==> config.mk <==
export PLATFORM = sky130hd
export DESIGN_NAME = led_step_ctrl
export DESIGN_NICKNAME = d
export VERILOG_FILES = /design/src/rtl/led_step_ctrl.sv
export SDC_FILE = /design/constraint.sdc
export NUM_CORES = 1
export LEC_CHECK = 0
export CAP_MARGIN = 20
export CORE_MARGIN = 2
export CORE_UTILIZATION = 55
export DETAILED_ROUTE_END_ITERATION = 8
export PLACE_DENSITY = 0.75
export SYNTH_ARGS = -nofsm -noshare
export SYNTH_HDL_FRONTEND = slang
export SYNTH_SLANG_ARGS = --single-unit
==> constraint.sdc <==
create_clock -name clk -period 1.6 [get_ports clk]
set_input_delay 0.24 -clock clk [delete_from_list [all_inputs] [get_ports clk]]
set_output_delay 0.24 -clock clk [all_outputs]
set_load 0.05 [all_outputs]
==> src/rtl/led_step_ctrl.sv <==
// Step-enable generator for the 4-LED running light: debounced key cycles the
// mode FWD -> REV -> PAUSE, and a free-running divider paces the step pulses.
module led_step_ctrl #(
    parameter int PERIOD = 50_000_000,
    parameter int DB_CYC = 1_000_000
) (
    input  logic clk,
    input  logic rst,
    input  logic key_n,
    output logic step,
    output logic dir,
    output logic run,
    output logic key_press
);

    localparam int PW = (PERIOD > 1) ? $clog2(PERIOD) : 1;
    localparam int DW = (DB_CYC > 1) ? $clog2(DB_CYC) : 1;
    localparam logic [PW-1:0] DIV_LAST = PW'(PERIOD - 1);
    localparam logic [DW-1:0] DB_LAST  = DW'(DB_CYC - 1);

    typedef enum logic [1:0] {
        DB_RELEASED,
        DB_PRESS_WAIT,
        DB_PRESSED,
        DB_RELEASE_WAIT
    } db_state_t;

    typedef enum logic [1:0] {
        M_FWD,
        M_REV,
        M_PAUSE
    } mode_t;

    logic          r_sync1;
    logic          r_sync2;
    db_state_t     r_db_state;
    logic [DW-1:0] r_db_cnt;
    mode_t         r_mode;
    logic [PW-1:0] r_div_cnt;
    logic          w_key_s;

    assign w_key_s = r_sync2;

    // Synchroniser idles at 1 so a reset never looks like a press edge.
    always_ff @(posedge clk or posedge rst) begin
        if (rst) begin
            r_sync1 <= 1'b1;
            r_sync2 <= 1'b1;
        end else begin
            r_sync1 <= key_n;
            r_sync2 <= r_sync1;
        end
    end

    always_ff @(posedge clk or posedge rst) begin
        if (rst) begin
            r_db_state <= DB_RELEASED;
            r_db_cnt   <= '0;
            key_press  <= 1'b0;
        end else begin
            key_press <= 1'b0;
            case (r_db_state)
                DB_RELEASED: begin
                    if (!w_key_s) begin
                        r_db_state <= DB_PRESS_WAIT;
                        r_db_cnt   <= '0;
                    end
                end
                DB_PRESS_WAIT: begin
                    if (w_key_s) begin
                        r_db_state <= DB_RELEASED;
                    end else if (r_db_cnt == DB_LAST) begin
                        r_db_state <= DB_PRESSED;
                        key_press  <= 1'b1;
                    end else begin
                        r_db_cnt <= r_db_cnt + 1'b1;
                    end
                end
                DB_PRESSED: begin
                    if (w_key_s) begin
                        r_db_state <= DB_RELEASE_WAIT;
                        r_db_cnt   <= '0;
                    end
                end
                DB_RELEASE_WAIT: begin
                    if (!w_key_s) begin
                        r_db_state <= DB_PRESSED;
                    end else if (r_db_cnt == DB_LAST) begin
                        r_db_state <= DB_RELEASED;
                    end else begin
                        r_db_cnt <= r_db_cnt + 1'b1;
                    end
                end
                default: begin
                    r_db_state <= DB_RELEASED;
                    r_db_cnt   <= '0;
                end
            endcase
        end
    end

    // A mode change takes priority over a divider wrap in the same cycle.
    always_ff @(posedge clk or posedge rst) begin
        if (rst) begin
            r_mode    <= M_FWD;
            dir       <= 1'b0;
            run       <= 1'b1;
            step      <= 1'b0;
            r_div_cnt <= '0;
        end else if (key_press) begin
            r_div_cnt <= '0;
            step      <= 1'b0;
            case (r_mode)
                M_FWD: begin
                    r_mode <= M_REV;
                    dir    <= 1'b1;
                    run    <= 1'b1;
                end
                M_REV: begin
                    r_mode <= M_PAUSE;
                    dir    <= 1'b1;
                    run    <= 1'b0;
                end
                default: begin
                    r_mode <= M_FWD;
                    dir    <= 1'b0;
                    run    <= 1'b1;
                end
            endcase
        end else if (run) begin
            if (r_div_cnt == DIV_LAST) begin
                r_div_cnt <= '0;
                step      <= 1'b1;
            end else begin
                r_div_cnt <= r_div_cnt + 1'b1;
                step      <= 1'b0;
            end
        end else begin
            r_div_cnt <= '0;
            step      <= 1'b0;
        end
    end

endmodule

### Close-up of the layout

Window x 41 to 71, y 4 to 34 µm. Cells in grey, sequential cells in the stronger grey; small squares are vias.
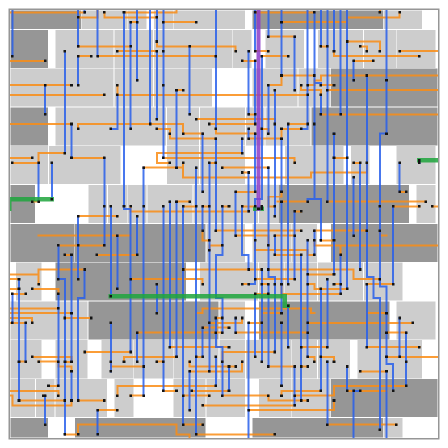
- orange: metal 1
- blue: metal 2
- purple: metal 4
- green: metal 3
- cells with their middle in the window: 73
- sequential cells in the window: 11
- netlist names of flops here include: r_div_cnt (10), step (1)
- most frequent: buf_4 (13), dfrtp_1 (11), xor2_1 (7)

==> out/writeup.txt <==
The H-tree level count came out at 2. For reference, the top cells by count after synthesis are 53 x dfrtp_1, 48 x nor2_1, 27 x xor2_1, 25 x nand3_1, 22 x nand2_1. The chip area line in the Yosys stat output reads 2770 µm². Number of warnings the tools reported: 29. The fraction of final layout cells sized beyond drive strength 1 works out to 0.365.

The critical-path maximum fanout is 7. Share of final layout cell area taken by clock buffers and inverters: 0.0284. For the total number of tap cells, the log shows 67.

For the number of optimization iterations in the first detailed-route pass, the log shows 4. The vertical die dimension reported for this design is 75.0 µm. For the top achievable clock speed, the log shows 572 MHz. The startpoint identified for the worst hold timing path is key_n. The final reports fail on setup timing. STA reports the tightest min-delay check as being of type primary input to flip-flop. The run gives 7 for the number of primary I/O pins.

The detailed router reported a total wirelength of 6.79 mm. In the final design database the tool counted 355 nets. The run finished, with violations left. The logic depth of the worst register-to-register path works out to 6. The family of cells with the greatest summed delay on the critical path is simple AND/OR/NAND/NOR gates. The post-layout worst setup margin was -0.149 ns.

IR analysis of the VDD net gives a maximum drop of 0.000456 V. 208 cells are multi-input combinational gates. The tools report the number of endpoints failing setup at the final stage as 42. The tools report the termination of the worst setup path as r_div_cnt[23]$_DFF_PP0_.

The initial core utilization was 0.579. In the post-synthesis netlist, the biggest area contributors are dfrtp_1 48%, xor2_1 8.5%, nor2_1 6.5%. With the number of fill cells at 308, the required arrival time at the worst endpoint is 1.81 ns. Per the TritonCTS log, the buffer count is 5. The final critical-path required period is 1.75 ns.

The cell with the largest stage delay on the worst path was or4_4. The kind of end point of the critical path is a flip-flop. Most popular library cell in the synthesized design by count: dfrtp_1.

Per the final report, max-transition violations number 0. For this run, the number of Yosys warnings is 0. Looking at the cell usage after synthesis, the top flip-flop cell is dfrtp_1. The script logs the ratio of routed vias to standard cells as 5.65. The first global-routing pass estimated 10.4 mm of wire. The tools report the type of origin of the critical path as a flip-flop.

In this run, synthesis inferred 0 flip-flops with an integrated enable.
### Clock distribution

Bar = 20 µm.
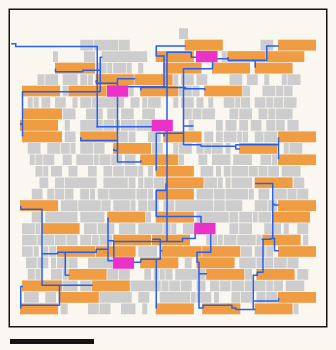
- blue: clock wires (length 619 µm)
- magenta: clock drivers (count 5)
- orange: flip-flops (count 56)
- routed clock nets: 6
- flops lie: spread over the die

metrics by stage:
| step | area [µm²] | hold slack (ns) | setup TNS [ns] | setup slack [ns] |
|---|---|---|---|---|
| final | 3740 | 0.329 | -4.33 | -0.149 |
| after global routing | 3740 | 0.331 | -7.96 | -0.229 |
| after CTS | 3450 | 0.323 | -1.91 | -0.0965 |
| after detailed placement | 3270 | 0.347 | -2.80 | -0.131 |
| after global placement | 3270 | 0.346 | -1.75 | -0.0624 |
| after floorplan | 2780 | 0.244 | -1.58 | -0.0809 |
kinds of logic after synthesis:
| family | Yosys count | share of synthesized area |
|---|---|---|
| AND-OR/OR-AND | 23 | 0.0537 |
| multiplexers | 1 | 0.00361 |
| flip-flops | 56 | 0.507 |
| adder cells (fa/ha/maj) | 2 | 0.00903 |
| AND/OR/NAND/NOR | 145 | 0.276 |
| buffers and inverters | 17 | 0.0312 |
| XOR/XNOR | 37 | 0.120 |
repair_timing:
action                     4_1_cts  5_1_grt
pin swaps                        4       33
setup buffers                    2       10
gates resized                   14       54
gates cloned                     0        1
setup endpoints to repair       46       47
hold buffers                     0        0
sequential cells by signal (all words and copies together) (netlist names), named ones only:
name / flops
dir: 1
key_press: 1
r_db_cnt: 20
r_db_state: 1
r_div_cnt: 26
r_mode: 2
r_sync1: 1
r_sync2: 1
run: 1
step: 1
where the power goes:
| part | internal, µW | switching [µW] | leakage [µW] |
|---|---|---|---|
| Combinational | 85.9 | 111 | 0.000784 |
| Sequential | 1440 | 25.9 | 0.000760 |
| Clock | 469 | 447 | 0.0000524 |
layer usage:
layer  GRT usage  up-vias  wire length [µm]
li1            -     1117                 -
met1       0.284     1182              2710
met2       0.437       43              3680
met3      0.0442       21               202
met4      0.0853        0               198
met5           0        -                 0
No activity file was given, so power comes from the tool's default toggle rates.
